==> config.mk <==
export PLATFORM = sky130hd
export DESIGN_NAME = fetch_unit
export DESIGN_NICKNAME = d
export VERILOG_FILES = /design/src/rtl/fetch_unit.sv
export SDC_FILE = /design/constraint.sdc
export NUM_CORES = 1
export LEC_CHECK = 0
export CORE_MARGIN = 3
export CORE_UTILIZATION = 41
export CTS_CLUSTER_SIZE = 30
export DETAILED_ROUTE_END_ITERATION = 10
export GPL_ROUTABILITY_DRIVEN = 0
export HOLD_SLACK_MARGIN = 0.05
export PLACE_DENSITY_LB_ADDON = 0.12
export SETUP_SLACK_MARGIN = 0.2
export SLEW_MARGIN = 20
export SYNTH_ARGS = -nofsm -noshare
export SYNTH_HDL_FRONTEND = slang
export SYNTH_SLANG_ARGS = --single-unit
export TNS_END_PERCENT = 30
==> constraint.sdc <==
create_clock -name CLK -period 2.5 [get_ports CLK]
set_input_delay 0.5 -clock CLK [delete_from_list [all_inputs] [get_ports CLK]]
set_output_delay 0.5 -clock CLK [all_outputs]
set_load 0.02 [all_outputs]
==> src/rtl/fetch_unit.sv <==
// fetch_unit: instruction-fetch stage feeding the IF/ID pipeline latch.
// It owns the PC and the instruction-memory read handshake. Stall, redirect
// and halt requests come from later stages. A redirect that arrives while an
// instruction-memory miss is outstanding is parked in pend_pc_r until the
// miss completes, because the memory side cannot abort a read.
module fetch_unit #(
   parameter logic [31:0] PC_INIT = 32'h0000_0000,
   parameter logic [31:0] PC_STEP = 32'd4
) (
   input  logic        CLK,
   input  logic        RST,
   input  logic        ihit,
   input  logic [31:0] imemload,
   input  logic        stall_i,
   input  logic        redirect_en,
   input  logic [31:0] redirect_pc,
   input  logic        halt_i,
   output logic        iREN,
   output logic [31:0] imemaddr,
   output logic [31:0] npc_o,
   output logic [31:0] iload_o,
   output logic        iien_o,
   output logic        flush_o,
   output logic [31:0] fetch_count
);

   typedef enum logic [1:0] {
      ST_FETCH = 2'b00,
      ST_DRAIN = 2'b01,
      ST_HALT  = 2'b10
   } state_t;

   state_t      state_r;
   logic [31:0] pc_r;
   logic [31:0] pend_pc_r;
   logic [31:0] fetch_count_r;

   logic [31:0] target_s;
   logic        iren_s;
   logic        iien_s;
   logic        flush_s;

   // Redirect targets are forced to word alignment; the low two bits are dropped.
   assign target_s = redirect_pc & 32'hFFFF_FFFC;

   assign imemaddr    = pc_r;
   assign npc_o       = pc_r + PC_STEP;
   assign iload_o     = imemload;
   assign iREN        = iren_s;
   assign iien_o      = iien_s;
   assign flush_o     = flush_s;
   assign fetch_count = fetch_count_r;

   // Latch-control and read-enable decode from the current state and requests.
   always_comb begin
      iren_s  = 1'b0;
      iien_s  = 1'b0;
      flush_s = 1'b0;
      if (RST) begin
         iren_s  = 1'b0;
         iien_s  = 1'b0;
         flush_s = 1'b1;
      end else begin
         case (state_r)
            ST_FETCH: begin
               iren_s = 1'b1;
               if (redirect_en) begin
                  flush_s = 1'b1;
               end else if (halt_i) begin
                  flush_s = 1'b1;
               end else if (ihit && !stall_i) begin
                  iien_s = 1'b1;
               end else begin
                  iien_s  = 1'b0;
                  flush_s = 1'b0;
               end
            end
            ST_DRAIN: begin
               // The word in flight belongs to the wrong path; keep the latch flushed.
               iren_s  = 1'b1;
               flush_s = 1'b1;
            end
            ST_HALT: begin
               iren_s  = 1'b0;
               flush_s = 1'b0;
            end
            default: begin
               iren_s  = 1'b0;
               flush_s = 1'b1;
            end
         endcase
      end
   end

   // PC, parked redirect target, fetch FSM and delivered-instruction counter.
   always_ff @(posedge CLK) begin
      if (RST) begin
         pc_r          <= PC_INIT;
         pend_pc_r     <= 32'h0000_0000;
         state_r       <= ST_FETCH;
         fetch_count_r <= 32'h0000_0000;
      end else begin
         case (state_r)
            ST_FETCH: begin
               if (redirect_en) begin
                  if (ihit) begin
                     pc_r <= target_s;
                  end else begin
                     pend_pc_r <= target_s;
                     state_r   <= ST_DRAIN;
                  end
               end else if (halt_i) begin
                  state_r <= ST_HALT;
               end else if (ihit && !stall_i) begin
                  pc_r          <= pc_r + PC_STEP;
                  fetch_count_r <= fetch_count_r + 32'd1;
               end else begin
                  pc_r <= pc_r;
               end
            end
            ST_DRAIN: begin
               // Last redirect wins; a redirect coinciding with the hit is used directly.
               if (ihit) begin
                  pc_r    <= redirect_en ? target_s : pend_pc_r;
                  state_r <= ST_FETCH;
               end else if (redirect_en) begin
                  pend_pc_r <= target_s;
               end else begin
                  pend_pc_r <= pend_pc_r;
               end
            end
            ST_HALT: begin
               state_r <= ST_HALT;
            end
            default: begin
               state_r <= ST_FETCH;
            end
         endcase
      end
   end

endmodule

==> impl_metrics.json, run 1 <==
{
  "status": "complete, but fails checks",
  "failed_checks": "negative setup slack",
  "layout.nets": 975,
  "setup_tns_ns": -0.458,
  "grt_usage_pct": 24.3,
  "via_per_inst": 5.58,
  "final_cell_mix": "buf_4, nand2_1, clkdlybuf4s50_1",
  "synth-seq-cells": 98,
  "cp.required_ns": 2.00,
  "cp-startpoint": "imemaddr[2]$_SDFFE_PP0P_",
  "pre_cts_ws_ns": -0.261,
  "reg2reg_from": "fetch_count[3]$_SDFFE_PP0P_",
  "ys_area_um2": 5470,
  "crit_family": "simple AND/OR/NAND/NOR gates",
  "cp_slowest_cell": "or4_4",
  "power_frac_comb_pct": 19.1,
  "coreArea_um2": 12800,
  "max_freq_mhz": 384,
  "floorplan.nets": 805,
  "vias": 6026,
  "power.leakage_uw": 0.00307,
  "ir_drop_uv": 376,
  "drt_iter0_drc": 508,
  "grt-ovfl-total": 0,
  "rr_worst_depth": 5,
  "final_cell_area_um2": 8100,
  "ctsHtreeMaxLevel": 3,
  "grt_pass1_vias": 5754,
  "die-height_um": 121,
  "rsz0062_at_grt": "yes",
  "finalMaxSlewViolations": 0,
  "clockBufferDepth": 2,
  "min_period_ns": 2.61,
  "clk_pin_slew_ns": 0.07,
  "worst_slack_ns": -0.105,
  "insertion_delay_ns": 0.36,
  "dieArea_um2": 14800,
  "area_growth_pct": 48.1,
  "post_layout_nonfiller_instances": 1080,
  "switchingPower_uw": 1090,
  "swShare_pct": 27.8,
  "synthCells": 733,
  "lay_top_count": "buf_4",
  "r2r_slack_ns": 0.22,
  "cp_num_buf_inv": 3,
  "comb-power_uw": 750,
  "maxCapViolCount": 0,
  "critPathMaxStageDelay_ns": 0.44,
  "top_power_group": "sequential cells",
  "p_clk_share_pct": 38.4,
  "row_count": 41,
  "seq_area_frac_synth_pct": 35.9,
  "fp_util_pct": 42.6,
  "synth_cell_types": 54,
  "path_cells": "nand4_1 > buf_4 > or4_4 > buf_4 > nor2_4 > xor2_2 > buf_6",
  "hold_path_startpoint": "pend_pc_r[25]$_SDFFE_PP0P_",
  "crit_end": "npc_o[17]",
  "dr.pass1.iters": 5,
  "crit_type": "register to output port",
  "die_w_um": 121,
  "syn_avg_cell_area_um2": 7.46,
  "async_flop_share_pct": 0,
  "worst-path-stages": 7,
  "slew_headroom_pct": 68.6,
  "internal_power_uw": 2830,
  "rr_endpoint": "fetch_count[25]$_SDFFE_PP0P_",
  "cp.arrival_ns": 2.11,
  "utilization_pct": 63.2,
  "grt_max_degree": 42,
  "critPathMaxFanout": 3,
  "placedCellCount": 1054,
  "hpwl_mm": 12.9,
  "flop_cell": "dfxtp_1",
  "whs_endpoint": "pend_pc_r[25]$_SDFFE_PP0P_",
  "fin_total_pwr_uw": 3920,
  "place_area_um2": 7420,
  "p_clk_uw": 1500,
  "wl_per_cell_um": 17.0,
  "drt_drc_violations_left": 0,
  "setup_violations": 12,
  "io_buffers": 134,
  "hold_violations": 0
}
[run 1: cell usage after synthesis, types with 18 or more instances]
| cell | number | area (µm²) |
|---|---|---|
| clkbuf_1 | 48 | 180 |
| nand2_1 | 111 | 417 |
| nor3_1 | 18 | 90.1 |
| o21ai_0 | 44 | 220 |
| nor2_1 | 64 | 240 |
| xor2_1 | 18 | 158 |
| buf_4 | 34 | 255 |
| nand3_1 | 28 | 140 |
| xnor2_1 | 29 | 254 |
| a21oi_1 | 79 | 395 |
| dfxtp_1 | 98 | 1960 |
[run 1: cell families after synthesis]
group           count (synthesis)  share of synthesized area [%]
simple gates                  306                           27.2
compound gates                177                           19.2
buf+inv                       101                           9.31
flops                          98                           35.9
xor+xnor                       47                           7.53
mux                             2                          0.389
fa+ha+maj                       2                          0.457
[run 1: state kept, by name (all words and copies together) (netlist names)]
signal / flops
fetch_count: 32
imemaddr: 32
pend_pc_r: 32
state_r: 2
[run 1: routing by layer]
layer / part of all wire, % / GRT usage [%] / wire length, µm
met3: 7.3 / 6.67 / 1340
met5: 0 / 0 / 0
met2: 49 / 41.1 / 9050
met1: 40 / 29.1 / 7400
met4: 3.0 / 9.66 / 541
[run 1: cell type report]
cell class / count / area (µm²)
Fill cell: 1157 / 4730
Clock buffer: 9 / 225
Clock inverter: 6 / 91.3
Timing Repair Buffer: 246 / 2140
Multi-Input combinational cell: 534 / 3390
Antenna cell: 1 / 2.50
Sequential cell: 98 / 1980
Tap cell: 172 / 215
Inverter: 14 / 52.6
[run 1: repair_timing]
item,in CTS,in global routing
gates cloned,0,0
resized,195,30
buffers inserted,9,1
hold endpoints to repair,0,0
pin swaps,27,24
setup endpoints to repair,38,36
hold buffers,0,0
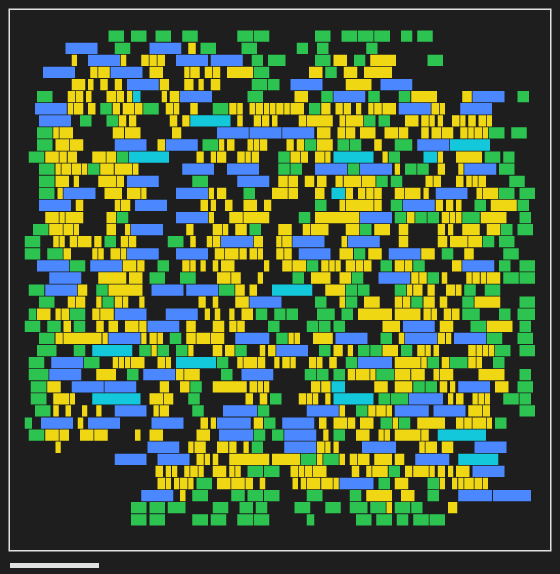
run_1/class_map.png
The bar under the picture is 20 µm long.
legend:
  cyan:
    class: clock drivers and dummy loads
    cells: 15
    share_of_their_area: 4.0%
  green:
    class: remaining buffers and delay cells
    cells: 246
    share_of_their_area: 27%
  blue:
    class: sequential cells
    cells: 98
    share_of_their_area: 25%
  yellow:
    class: remaining logic cells
    cells: 548
    share_of_their_area: 44%

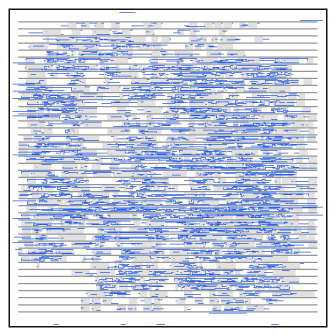
run_1/m1.png
Supply wires on this layer in grey.
nets with wire on the layer: 853
main direction: horizontal
longest straight run: 35.4 µm

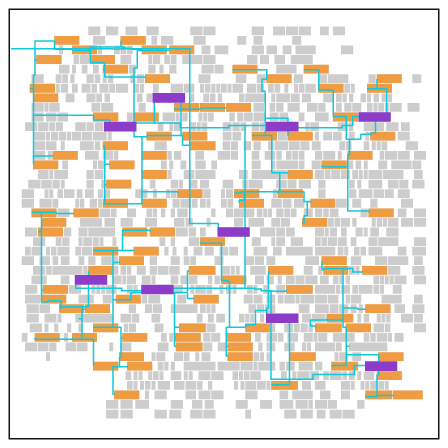
run_1/clock_wires.png
legend:
  orange:
    item: flip-flops
    count: 98
  purple:
    item: clock-net drivers
    count: 9
  cyan:
    item: clock wires
    length: 1,290 µm
flops lie: spread over the die
routed clock nets: 10

==> run 2, diff against run 1 <==
--- a/config.mk
+++ b/config.mk
@@ -12,5 +12,5 @@
 export GPL_ROUTABILITY_DRIVEN = 0
 export HOLD_SLACK_MARGIN = 0.05
-export PLACE_DENSITY_LB_ADDON = 0.12
+export PLACE_DENSITY = 0.78
 export SETUP_SLACK_MARGIN = 0.2
 export SLEW_MARGIN = 20
==> constraint.sdc (replaced) <==
create_clock -name CLK -period 2.5 [get_ports CLK]
set_input_delay 0.375 -clock CLK [delete_from_list [all_inputs] [get_ports CLK]]
set_output_delay 0.375 -clock CLK [all_outputs]
set_load 0.02 [all_outputs]
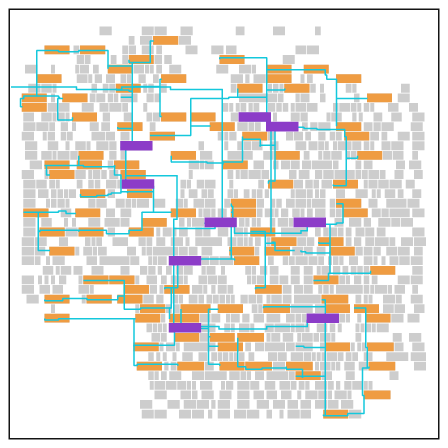
run_2/clock_wires.png
legend:
  purple:
    item: clock-net drivers
    count: 9
  orange:
    item: flip-flops
    count: 98
  cyan:
    item: clock wires
    length: 1,290 µm
flops lie: spread over the die
routed clock nets: 10

==> impl_metrics.json, run 2 <==
{
  "hold_violations": 0,
  "syn_avg_cell_area_um2": 7.46,
  "switchingPower_uw": 1090,
  "cp.required_ns": 2.12,
  "fillers": 1103,
  "dieArea_um2": 14800,
  "fp_util_pct": 42.6,
  "vias": 5908,
  "r2r_slack_ns": 0.23,
  "final-comb-area_um2": 3230,
  "n_antenna_cell": 0,
  "cp-startpoint": "imemaddr[4]$_SDFFE_PP0P_",
  "wl_per_cell_um": 16.6,
  "fin_total_pwr_uw": 3870,
  "top_power_group": "sequential cells",
  "internal_power_uw": 2780,
  "die-height_um": 121,
  "p_clk_share_pct": 37.8,
  "ctsHtreeMaxLevel": 3,
  "synthCells": 733,
  "comb-power_uw": 735,
  "m1WireLength_mm": 7.63,
  "grt_max_degree": 32,
  "critPathMaxFanout": 4,
  "cts_hold_buf": 0,
  "grt_pass1_vias": 5608,
  "flop_cell": "dfxtp_1",
  "ys_top_cells_by_count": "nand2_1, dfxtp_1, a21oi_1",
  "p_clk_uw": 1460,
  "top_cell": "nand2_1",
  "grt-ovfl-total": 0,
  "max_freq_mhz": 415,
  "seq_area_um2": 1980,
  "ys_area_um2": 5470,
  "crit_type": "register to output port",
  "via_per_inst": 5.54,
  "rsz0062_at_grt": "yes",
  "power.leakage_uw": 0.00294,
  "top_layer": "met4",
  "worst_slack_ns": 0.0922,
  "synth_cell_types": 54,
  "crit_end": "npc_o[13]",
  "wl_met2_mm": 8.26,
  "drt_iter0_drc": 598,
  "wl_met3_mm": 1.57,
  "top_usage_layer": "met2",
  "hold_path_startpoint": "RST",
  "min_period_ns": 2.41,
  "slew_headroom_pct": 69.1,
  "area_growth_pct": 43.2,
  "synth-seq-cells": 98,
  "layout.nets": 962,
  "ir_drop_uv": 343,
  "met2_usage_pct": 37.9,
  "whs_endpoint": "fetch_count[4]$_SDFFE_PP0P_",
  "final_cell_area_um2": 7830,
  "hpwl_mm": 12.2,
  "clockBufferDepth": 2,
  "status": "finished clean",
  "rr_endpoint": "fetch_count[31]$_SDFFE_PP0P_",
  "yosysTopAreaCell": "dfxtp_1",
  "final_cell_mix": "nand2_1, clkdlybuf4s50_1, buf_4",
  "lay_top_count": "nand2_1",
  "use_met1_pct": 30.9
}
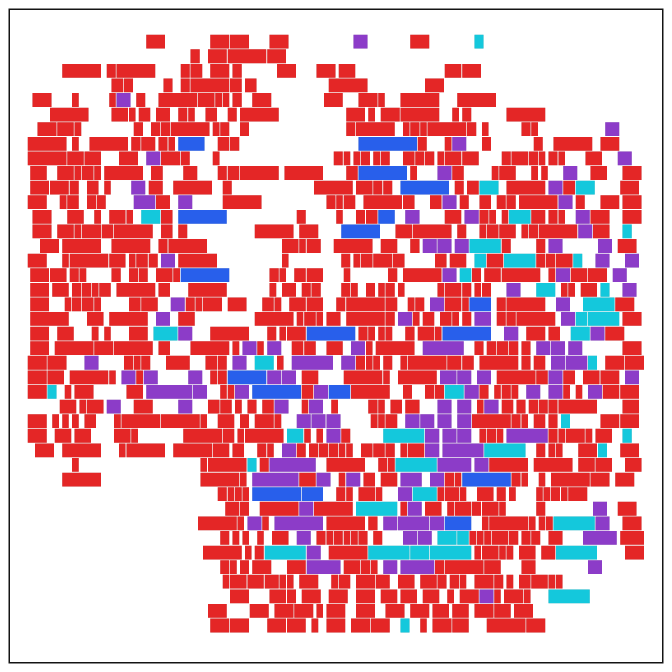
run_2/sizing.png
legend:
  purple:
    size: x3 and x4
    cells: 122
    share: 14%
  cyan:
    size: x2
    cells: 42
    share: 4.7%
  blue:
    size: x6 and larger
    cells: 18
    share: 2.0%
  red:
    size: x1 and smaller
    cells: 713
    share: 80%

## run 2: cell count changes in the layout (fill, tap and decap cells not counted), moves of 6 or more
cell,previous run,this run
buf_4,128,103
xnor2_2,9,3
clkdlybuf4s50_1,99,106
buf_2,2,8
xnor2_1,19,26
buf_6,10,3
## run 2: cell type report
cell class / count / share of cell area [%]
inverter: 14 / 0.671
tap: 172 / 2.75
clock inverter: 5 / 0.767
clock buffer: 11 / 3.23
sequential: 98 / 25.3
timing repair buffer: 233 / 26.1
multi-input combinational: 534 / 41.2
## run 2: what timing repair did
action,CTS,global route
buffers inserted,3,5
resized,95,49
setup endpoints to repair,27,35
pin swaps,7,9
## run 2: worst max-delay path, stage by stage (launching register included)
cell     delay (ns)
dfxtp_1        0.37
nand4_1        0.12
buf_6          0.15
buf_4          0.14
or4_1          0.57
xnor2_1        0.15
buf_2          0.18
## run 2: cells by family (layout without fill, tap and decap cells)
family | count (synthesis) | count (layout) | synth area share (%)
and+or+nand+nor | 306 | 306 | 27.2
xor gates and xnor gates | 47 | 47 | 7.53
adders and majority gates | 2 | 2 | 0.457
buffers and inverters | 101 | 263 | 9.31
muxes | 2 | 2 | 0.389
AOI/OAI and AO/OA | 177 | 177 | 19.2
DFF | 98 | 98 | 35.9
## run 2: through the flow
| step | hold WS (ns) | TNS [ns] | utilization (%) | std cells |
|---|---|---|---|---|
| final | 0.407 | 0 | 61.1 | 1067 |
| after global routing | 0.428 | 0 | 61.1 | 1067 |
| after CTS | 0.407 | 0 | 60.4 | 1062 |
| after detailed placement | 0.442 | -1.14 | 57.0 | 1043 |
| after global placement | 0.437 | -0.745 | 57.0 | 1043 |
| after floorplan | 0.431 | 0 | - | 733 |
==> run 3, diff against run 2 <==
- SKIP_LAST_GASP: not set -> 1
- SLEW_MARGIN: 20 -> not set
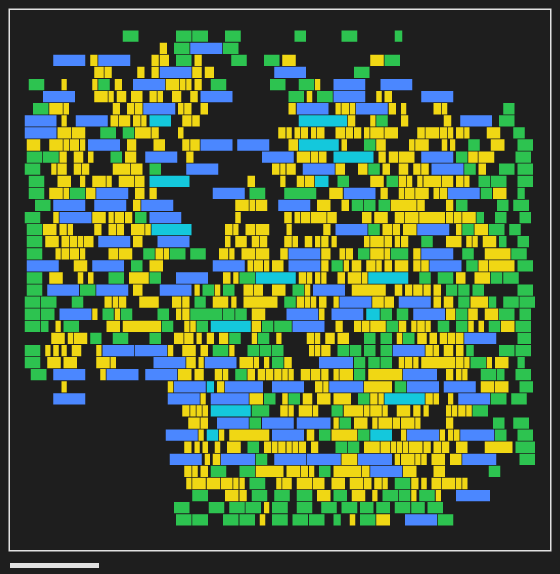
run_3/class_map.png
The bar under the picture is 20 µm long.
legend:
  yellow:
    class: remaining logic cells
    cells: 548
    share_of_their_area: 43%
  green:
    class: remaining buffers and delay cells
    cells: 233
    share_of_their_area: 27%
  blue:
    class: sequential cells
    cells: 98
    share_of_their_area: 26%
  cyan:
    class: clock drivers and dummy loads
    cells: 16
    share_of_their_area: 4.1%

==> impl_metrics.json, run 3 <==
{
  "status": "finished clean",
  "finalMaxSlewViolations": 0,
  "ys_top_cells_by_count": "nand2_1, dfxtp_1, a21oi_1",
  "clk_pin_slew_ns": 0.06,
  "layout.nets": 962,
  "crit_type": "register to output port",
  "power_frac_comb_pct": 19.0,
  "cts_tree": "done",
  "io_buffers": 134,
  "min_period_ns": 2.41,
  "hold_violations": 0,
  "clockBufferDepth": 2,
  "use_met3_pct": 5.59,
  "critPathMaxFanout": 4,
  "p_clk_share_pct": 37.8,
  "grt_usage_pct": 23.4,
  "cts_hold_buf": 0,
  "die-height_um": 121,
  "switchingPower_uw": 1090,
  "whs_ns": 0.407,
  "powerDensity_nw_per_um2": 494,
  "dr.pass1.iters": 6,
  "top_cell": "nand2_1",
  "ys_area_um2": 5470,
  "utilization_pct": 61.1,
  "synth_cell_types": 54,
  "vias": 5908,
  "lay_top_count": "nand2_1",
  "syn_avg_cell_area_um2": 7.46,
  "synthCells": 733,
  "pre_cts_ws_ns": -0.158,
  "drt_iter0_drc": 598,
  "crit_family": "simple AND/OR/NAND/NOR gates",
  "flop_cell": "dfxtp_1",
  "worst_slack_ns": 0.0922,
  "cp.required_ns": 2.12,
  "top_usage_layer": "met2",
  "maxCapViolCount": 0,
  "use_met1_pct": 30.9,
  "row_count": 41,
  "synth-seq-cells": 98,
  "synth-adder-area-share_pct": 0.458,
  "die_w_um": 121,
  "met2_usage_pct": 37.9,
  "via_per_inst": 5.54,
  "floorplan.nets": 805,
  "cp_num_buf_inv": 3,
  "wl_met3_mm": 1.57,
  "wl_met2_mm": 8.26,
  "yosys.area.top_type_share_pct": 35.9,
  "drt_drc_violations_left": 0,
  "synth.logic.top_family": "simple AND/OR/NAND/NOR gates",
  "async_flop_share_pct": 0,
  "synth.cellmix.compoundShare_pct": 19.2,
  "ctsHtreeMaxLevel": 3,
  "synthXorXnorAreaFrac_pct": 7.53,
  "n_antenna_cell": 0,
  "area_growth_pct": 43.2,
  "grt-ovfl-total": 0,
  "post_cts_resized": 95,
  "power.leakage_uw": 0.00294,
  "rsz0062_at_grt": "yes",
  "area_leaders": "dfxtp_1, nand2_1, a21oi_1",
  "ir_drop_uv": 343,
  "internal_power_uw": 2780,
  "fp_util_pct": 42.6,
  "swShare_pct": 28.1,
  "setup_violations": 0,
  "grt_pass1_vias": 5608,
  "slew_headroom_pct": 69.1,
  "synth.cellmix.simpleShare_pct": 27.2,
  "final_cell_mix": "nand2_1, clkdlybuf4s50_1, buf_4",
  "ys_sh_mux_pct": 0.389
}
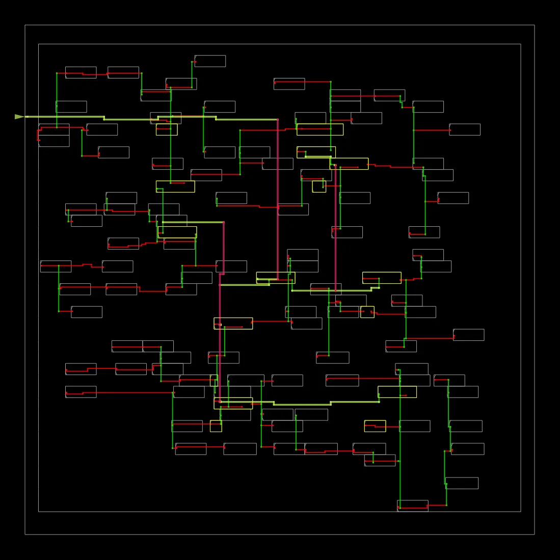
run_3/clock_nets.png
Flops: 98
clock latency on the worst-skew pair: 0.35 ns
TritonCTS buffer count: 9

-- run 3: cell counts after synthesis --
No cell type changed its count.
-- run 3: through the flow --
step	instance area, µm²	total power, µW	setup TNS [ns]	std cells
after floorplan	5490	2130	0	733
after global placement	7310	2410	-0.745	1043
after detailed placement	7310	2420	-1.14	1043
after CTS	7740	3870	0	1062
after global routing	7830	4010	0	1067
final	7830	3870	0	1067
-- run 3: logic make-up (layout without fill, tap and decap cells) --
| group | Yosys count | after routing |
|---|---|---|
| AND/OR/NAND/NOR | 306 | 306 |
| AND-OR/OR-AND | 177 | 177 |
| buffers and inverters | 101 | 263 |
| flip-flops | 98 | 98 |
| XOR/XNOR | 47 | 47 |
| adder cells (fa/ha/maj) | 2 | 2 |
| multiplexers | 2 | 2 |
-- run 3: final timing paths --
check / cells after the start / end / slack [ns] / start
max: 6 / npc_o[13] / 0.09 / imemaddr[4]$_SDFFE_PP0P_
min: 2 / fetch_count[4]$_SDFFE_PP0P_ / 0.41 / RST
max reg2reg: 5 / fetch_count[31]$_SDFFE_PP0P_ / 0.23 / fetch_count[10]$_SDFFE_PP0P_
min reg2reg: 2 / pend_pc_r[5]$_SDFFE_PP0P_ / 0.45 / pend_pc_r[5]$_SDFFE_PP0P_
-- run 3: power groups by stage --
stage	Clock [µW]	Combinational (µW)	Sequential [µW]
2_1_floorplan	0	394	1740
6_report	1460	735	1670
3_5_place_dp	0	727	1690
3_3_place_gp	0	718	1690
5_1_grt	1550	789	1670
4_1_cts	1480	724	1660
-- run 3: cell type report --
cell class | instances | area [µm²]
clock buffer | 11 | 253
clock inverter | 5 | 60.1
fill | 1103 | 4990
inverter | 14 | 52.6
multi-input combinational | 534 | 3230
sequential | 98 | 1980
tap | 172 | 215
timing repair buffer | 233 | 2040
Power and IR drop assume default switching activity.
